### src/rtl/gamepad_pkg.sv
// rtl/gamepad_pkg.sv - shared constants and FSM encoding for the gamepad poller
package gamepad_pkg;

   localparam logic [11:0] ADDR_CTRL       = 12'h000;
   localparam logic [11:0] ADDR_STATUS     = 12'h004;
   localparam logic [11:0] ADDR_STATE_BASE = 12'h010;
   localparam logic [11:0] ADDR_PRESS_BASE = 12'h020;

   localparam int CTRL_EN_BIT = 0;
   localparam int CTRL_IE_BIT = 1;

   localparam int MIN_PADS = 1;
   localparam int MAX_PADS = 4;
   localparam int MIN_BITS = 8;
   localparam int MAX_BITS = 16;
   localparam int MIN_DIV  = 2;
   localparam int MAX_DIV  = 1023;

   typedef enum logic [2:0] {
      ST_IDLE,
      ST_LATCH,
      ST_SAMPLE,
      ST_CLKH,
      ST_COMMIT
   } poll_state_e;

endpackage

### src/rtl/pad_tick_div.sv
// rtl/pad_tick_div.sv - free-running divider, one-cycle tick every DIV PCLK cycles
module pad_tick_div #(
   parameter int DIV = 150
) (
   input  logic PCLK,
   input  logic PRESERN,
   output logic tick
);

   localparam logic [9:0] LAST = 10'(DIV - 1);

   logic [9:0] cnt;

   assign tick = (cnt == LAST);

   always_ff @(posedge PCLK or negedge PRESERN) begin
      if (!PRESERN) begin
         cnt <= '0;
      end else begin
         cnt <= tick ? '0 : cnt + 10'd1;
      end
   end

endmodule

### src/rtl/gamepad_poller_apb.sv
// rtl/gamepad_poller_apb.sv - APB3 slave polling up to four NES-style serial pads
module gamepad_poller_apb
   import gamepad_pkg::*;
#(
   parameter int N_PADS = 2,
   parameter int N_BITS = 8,
   parameter int DIV    = 150
) (
   input  logic              PCLK,
   input  logic              PRESERN,
   input  logic              PSEL,
   input  logic              PENABLE,
   input  logic              PWRITE,
   input  logic [31:0]       PADDR,
   input  logic [31:0]       PWDATA,
   output logic [31:0]       PRDATA,
   output logic              PREADY,
   output logic              PSLVERR,
   output logic              pad_latch,
   output logic              pad_clock,
   input  logic [N_PADS-1:0] pad_data,
   output logic              irq
);

   localparam int CW = $clog2(N_BITS);

   if (N_PADS < MIN_PADS || N_PADS > MAX_PADS || N_BITS < MIN_BITS || N_BITS > MAX_BITS ||
       DIV < MIN_DIV || DIV > MAX_DIV) begin : g_bad_cfg
      $error("gamepad_poller_apb: parameter out of range");
   end

   poll_state_e       state_q, state_d;
   logic [CW-1:0]     bit_cnt;
   logic              tick, sample_en, commit, last_bit;
   logic              ctrl_en, ctrl_ie, any_press;
   logic [15:0]       frame_cnt;
   logic [N_BITS-1:0] shift_q  [N_PADS];
   logic [N_BITS-1:0] state_r  [N_PADS];
   logic [N_BITS-1:0] press_q  [N_PADS];
   logic [N_BITS-1:0] w1c_mask [N_PADS];
   logic [11:0]       addr;
   logic              wr_en, rd_setup;
   logic [31:0]       rdata;
   logic              unused_bits;

   assign PREADY      = 1'b1;
   assign PSLVERR     = 1'b0;
   assign addr        = PADDR[11:0];
   assign wr_en       = PSEL & PENABLE & PWRITE;
   assign rd_setup    = PSEL & ~PENABLE & ~PWRITE;
   assign unused_bits = ^{PADDR[31:12], PWDATA[31:N_BITS]};

   pad_tick_div #(.DIV(DIV)) u_div (
      .PCLK   (PCLK),
      .PRESERN(PRESERN),
      .tick   (tick)
   );

   assign last_bit  = (bit_cnt == CW'(N_BITS - 1));
   assign sample_en = (state_q == ST_SAMPLE) && tick;
   assign commit    = (state_q == ST_COMMIT);

   always_comb begin
      state_d = state_q;
      case (state_q)
         ST_IDLE:   if (tick && ctrl_en) state_d = ST_LATCH;
         ST_LATCH:  if (tick) state_d = ST_SAMPLE;
         ST_SAMPLE: if (tick) state_d = last_bit ? ST_COMMIT : ST_CLKH;
         ST_CLKH:   if (tick) state_d = ST_SAMPLE;
         ST_COMMIT: state_d = ST_IDLE;
         default:   state_d = ST_IDLE;
      endcase
   end

   // Strobes come from their own flops so the pad lines never glitch on state decode.
   always_ff @(posedge PCLK or negedge PRESERN) begin
      if (!PRESERN) begin
         state_q   <= ST_IDLE;
         pad_latch <= 1'b0;
         pad_clock <= 1'b0;
         bit_cnt   <= '0;
      end else begin
         state_q   <= state_d;
         pad_latch <= (state_d == ST_LATCH);
         pad_clock <= (state_d == ST_CLKH);
         if (state_q == ST_LATCH)
            bit_cnt <= '0;
         else if (sample_en)
            bit_cnt <= bit_cnt + CW'(1);
      end
   end

   always_comb begin
      for (int k = 0; k < N_PADS; k++) begin
         w1c_mask[k] = '0;
         if (wr_en && addr == ADDR_PRESS_BASE + 12'(4 * k))
            w1c_mask[k] = PWDATA[N_BITS-1:0];
      end
   end

   // A press detected at COMMIT is OR-ed in after the clear, so it survives a same-cycle W1C.
   always_ff @(posedge PCLK or negedge PRESERN) begin
      if (!PRESERN) begin
         for (int k = 0; k < N_PADS; k++) begin
            shift_q[k] <= '0;
            state_r[k] <= '0;
            press_q[k] <= '0;
         end
         frame_cnt <= '0;
         ctrl_en   <= 1'b1;
         ctrl_ie   <= 1'b0;
      end else begin
         for (int k = 0; k < N_PADS; k++) begin
            if (sample_en)
               shift_q[k] <= {shift_q[k][N_BITS-2:0], ~pad_data[k]};
            if (commit)
               state_r[k] <= shift_q[k];
            press_q[k] <= (press_q[k] & ~w1c_mask[k]) |
                          (commit ? (shift_q[k] & ~state_r[k]) : '0);
         end
         if (commit)
            frame_cnt <= frame_cnt + 16'd1;
         if (wr_en && addr == ADDR_CTRL) begin
            ctrl_en <= PWDATA[CTRL_EN_BIT];
            ctrl_ie <= PWDATA[CTRL_IE_BIT];
         end
      end
   end

   always_comb begin
      any_press = 1'b0;
      for (int k = 0; k < N_PADS; k++)
         any_press = any_press | (|press_q[k]);
   end

   assign irq = ctrl_ie & any_press;

   always_comb begin
      rdata = '0;
      if (addr == ADDR_CTRL)
         rdata = {30'd0, ctrl_ie, ctrl_en};
      else if (addr == ADDR_STATUS)
         rdata = {frame_cnt, 15'd0, (state_q != ST_IDLE)};
      for (int k = 0; k < N_PADS; k++) begin
         if (addr == ADDR_STATE_BASE + 12'(4 * k))
            rdata = 32'(state_r[k]);
         if (addr == ADDR_PRESS_BASE + 12'(4 * k))
            rdata = 32'(press_q[k]);
      end
   end

   always_ff @(posedge PCLK or negedge PRESERN) begin
      if (!PRESERN)
         PRDATA <= '0;
      else if (rd_setup)
         PRDATA <= rdata;
   end

endmodule

### config.mk
export PLATFORM = sky130hd
export DESIGN_NAME = gamepad_poller_apb
export DESIGN_NICKNAME = d
export VERILOG_FILES = /design/src/rtl/gamepad_pkg.sv /design/src/rtl/pad_tick_div.sv /design/src/rtl/gamepad_poller_apb.sv
export SDC_FILE = /design/constraint.sdc
export NUM_CORES = 1
export LEC_CHECK = 0
export ABC_AREA = 1
export CAP_MARGIN = 15
export CELL_PAD_IN_SITES_DETAIL_PLACEMENT = 1
export CELL_PAD_IN_SITES_GLOBAL_PLACEMENT = 1
export CORE_ASPECT_RATIO = 1.1
export CORE_MARGIN = 2
export CORE_UTILIZATION = 38
export CTS_CLUSTER_SIZE = 28
export DETAILED_ROUTE_END_ITERATION = 10
export PLACE_DENSITY = 0.88
export SLEW_MARGIN = 20
export SYNTH_ARGS = -nofsm -noshare
export SYNTH_HDL_FRONTEND = slang
export SYNTH_HIERARCHICAL = 1
export SYNTH_SLANG_ARGS = --single-unit
### constraint.sdc
create_clock -name PCLK -period 2.4 [get_ports PCLK]
set_clock_uncertainty 0.05 [all_clocks]
set_input_delay 0.72 -clock PCLK [delete_from_list [all_inputs] [get_ports PCLK]]
set_output_delay 0.72 -clock PCLK [all_outputs]
set_load 0.05 [all_outputs]
==> images/layer_met1.png <==
Cells faint in the background.
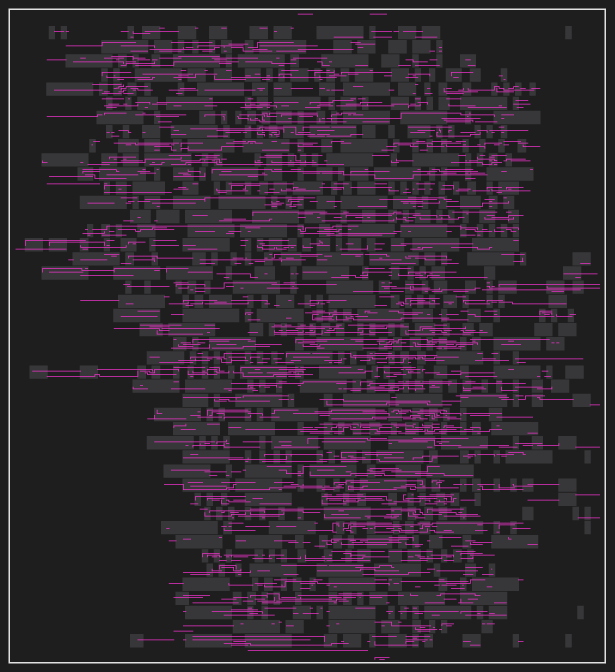
The longest straight run is 37.7 um. 644 nets have wire on it. The wires run mostly horizontal. The layer carries 5860 um of wire. The layer holds 42% of the routed length.
total routed wirelength: 13900 um
vias: 4189
met1 GRT Util: 24.8%

==> images/layer_met2.png <==
Scale bar: 20 um.
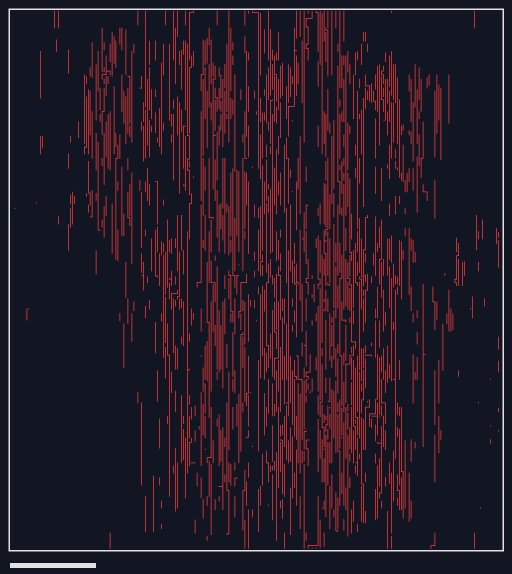
The wires run mostly vertical. 614 nets have wire on it. The layer carries 7330 um of wire. The longest straight run is 56.1 um.
GR met2 Demand/Resource: 36.0%

==> ci_impl_report.md <==
## PnR job results

| Metric | Value |
|---|---|
| Reg2Reg Depth | 12 |
| EDFF count, synth | 0 |
| Top logic family | simple AND/OR/NAND/NOR gates |
| Cell Type Count | 38 |
| Pre-CTS setup slack | -41.0 ps |
| Cts bufs inserted | 9 |
| 1st-iter DRT viols | 177 |
| DP HPWL | 9900 um |
| Post-CTS Hold Fix Bufs | 0 |
| Post-route ant nets | 0 |
| Setup TNS | 0 ps |
| Ys cells | 587 |
| Outcome | finished, final reports clean |
| Max cap viols | 0 |
| Clk sink count | 108 |
| Clock-pin slew on the worst setup and hold paths | 70 ps |
| Area share, top type | 52.6% |
| Final Instance Area | 6190 um^2 |
| RSZ-0062 raised after global routing | false |
| Core Box Area | 13200 um^2 |
| Leak pwr | 0.00293 uW |
| Chip Area, Yosys | 5090 um^2 |
| GRT Resource Usage Total | 20.3% |
| Log Warnings | 71 |
| Mux share | 0% |
==> images/layer_met3.png <==
Scale bar: 20 um.
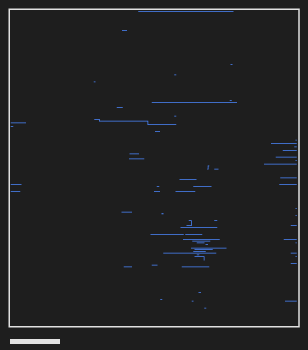
The layer holds 2.6% of the routed length. The longest straight run is 37.5 um.

[metrics by stage]
stage	std cells	hold WS [ps]
after floorplan	595	373
after global placement	807	379
after detailed placement	807	392
after CTS	823	318
after global routing	823	336
final	823	301
[cell usage in the layout, fill, tap and decap left out, types with 3 or more instances in the layout]
master,Yosys,layout
clkbuf_8,0,3
conb_1,2,10
or2_2,7,7
clkdlybuf4s50_1,0,51
o21ai_1,32,32
nor2_2,4,4
o211ai_1,6,6
clkbuf_16,0,9
dfrtp_1,107,107
nand2_2,6,6
nand4_1,6,6
inv_1,79,79
o21ai_0,40,40
nand3_1,24,24
xor2_1,17,17
nor2_1,54,54
ha_1,5,5
nor3_1,4,4
a21oi_1,4,4
nor2_4,10,10
inv_2,7,7
nand2_1,134,134
buf_4,11,18
nor4_1,4,4
[synth_stat cells (2+ instances only)]
cell type	instances
a21oi_1	4
buf_2	4
buf_4	11
buf_6	2
clkbuf_1	2
conb_1	2
dfrtp_1	107
ha_1	5
inv_1	79
inv_2	7
nand2_1	134
nand2_2	6
nand2_4	2
nand3_1	24
nand4_1	6
nor2_1	54
nor2_2	4
nor2_4	10
nor3_1	4
nor3_2	2
nor4_1	4
o211ai_1	6
o21ai_0	40
o21ai_1	32
or2_2	7
xor2_1	17
[cell type report]
class	count	share of cell area [%]
clock inverter	3	1.09
timing repair buffer	70	10.7
inverter	87	5.27
multi-input combinational	381	31.6
tap	161	3.25
clock buffer	13	4.36
sequential	108	43.7
[layer usage]
layer	track usage, %	part of all wire (%)	up-vias
met5	0	0	-
met4	8.90	2.7	0
met3	2.23	2.6	28
met2	36.0	53	89
met1	24.8	42	2117
li1	-	-	1955
[flip-flops by register name (all words and copies together), names as in the netlist]
signal,count
bit_cnt,3
frame_cnt,16
pad_clock,1
ctrl_ie,1
pad_latch,1
PRDATA,24
state_q,3
ctrl_en,1
state_r,16
u_div/cnt,10
press_q,16
shift_q,16
[kinds of logic after synthesis]
kind of cell,after synthesis
other,2
AOI/OAI and AO/OA,86
DFF,108
adders and majority gates,5
and+or+nand+nor,262
xor gates and xnor gates,18
buffers and inverters,106
[worst max-delay path, cell delays in order (launching register included)]
cell and delay [ps]:
dfrtp_1 420, nor4_1 400, a41oi_1 200, buf_4 230
[where the power goes]
| group | leakage [uW] | switching, uW | internal, uW |
|---|---|---|---|
| Sequential | 0.00138 | 8.35 | 1840 |
| Clock | 0.000162 | 666 | 1000 |
| Combinational | 0.00139 | 197 | 106 |
| Total | 0.00293 | 872 | 2940 |
[worst min path at each step]
stage               start         end  slack [ps]  cells after the start
2_1_floorplan     PRESERN   PRDATA[0]         370                      0
3_3_place_gp   state_r[5]  press_q[5]         380                      1
3_5_place_dp   state_r[3]  press_q[3]         390                      1
4_1_cts           PRESERN   pad_latch         320                      1
5_1_grt           PRESERN   pad_latch         340                      1
6_report          PRESERN  bit_cnt[2]         300                      1
Power and IR drop assume default switching activity.
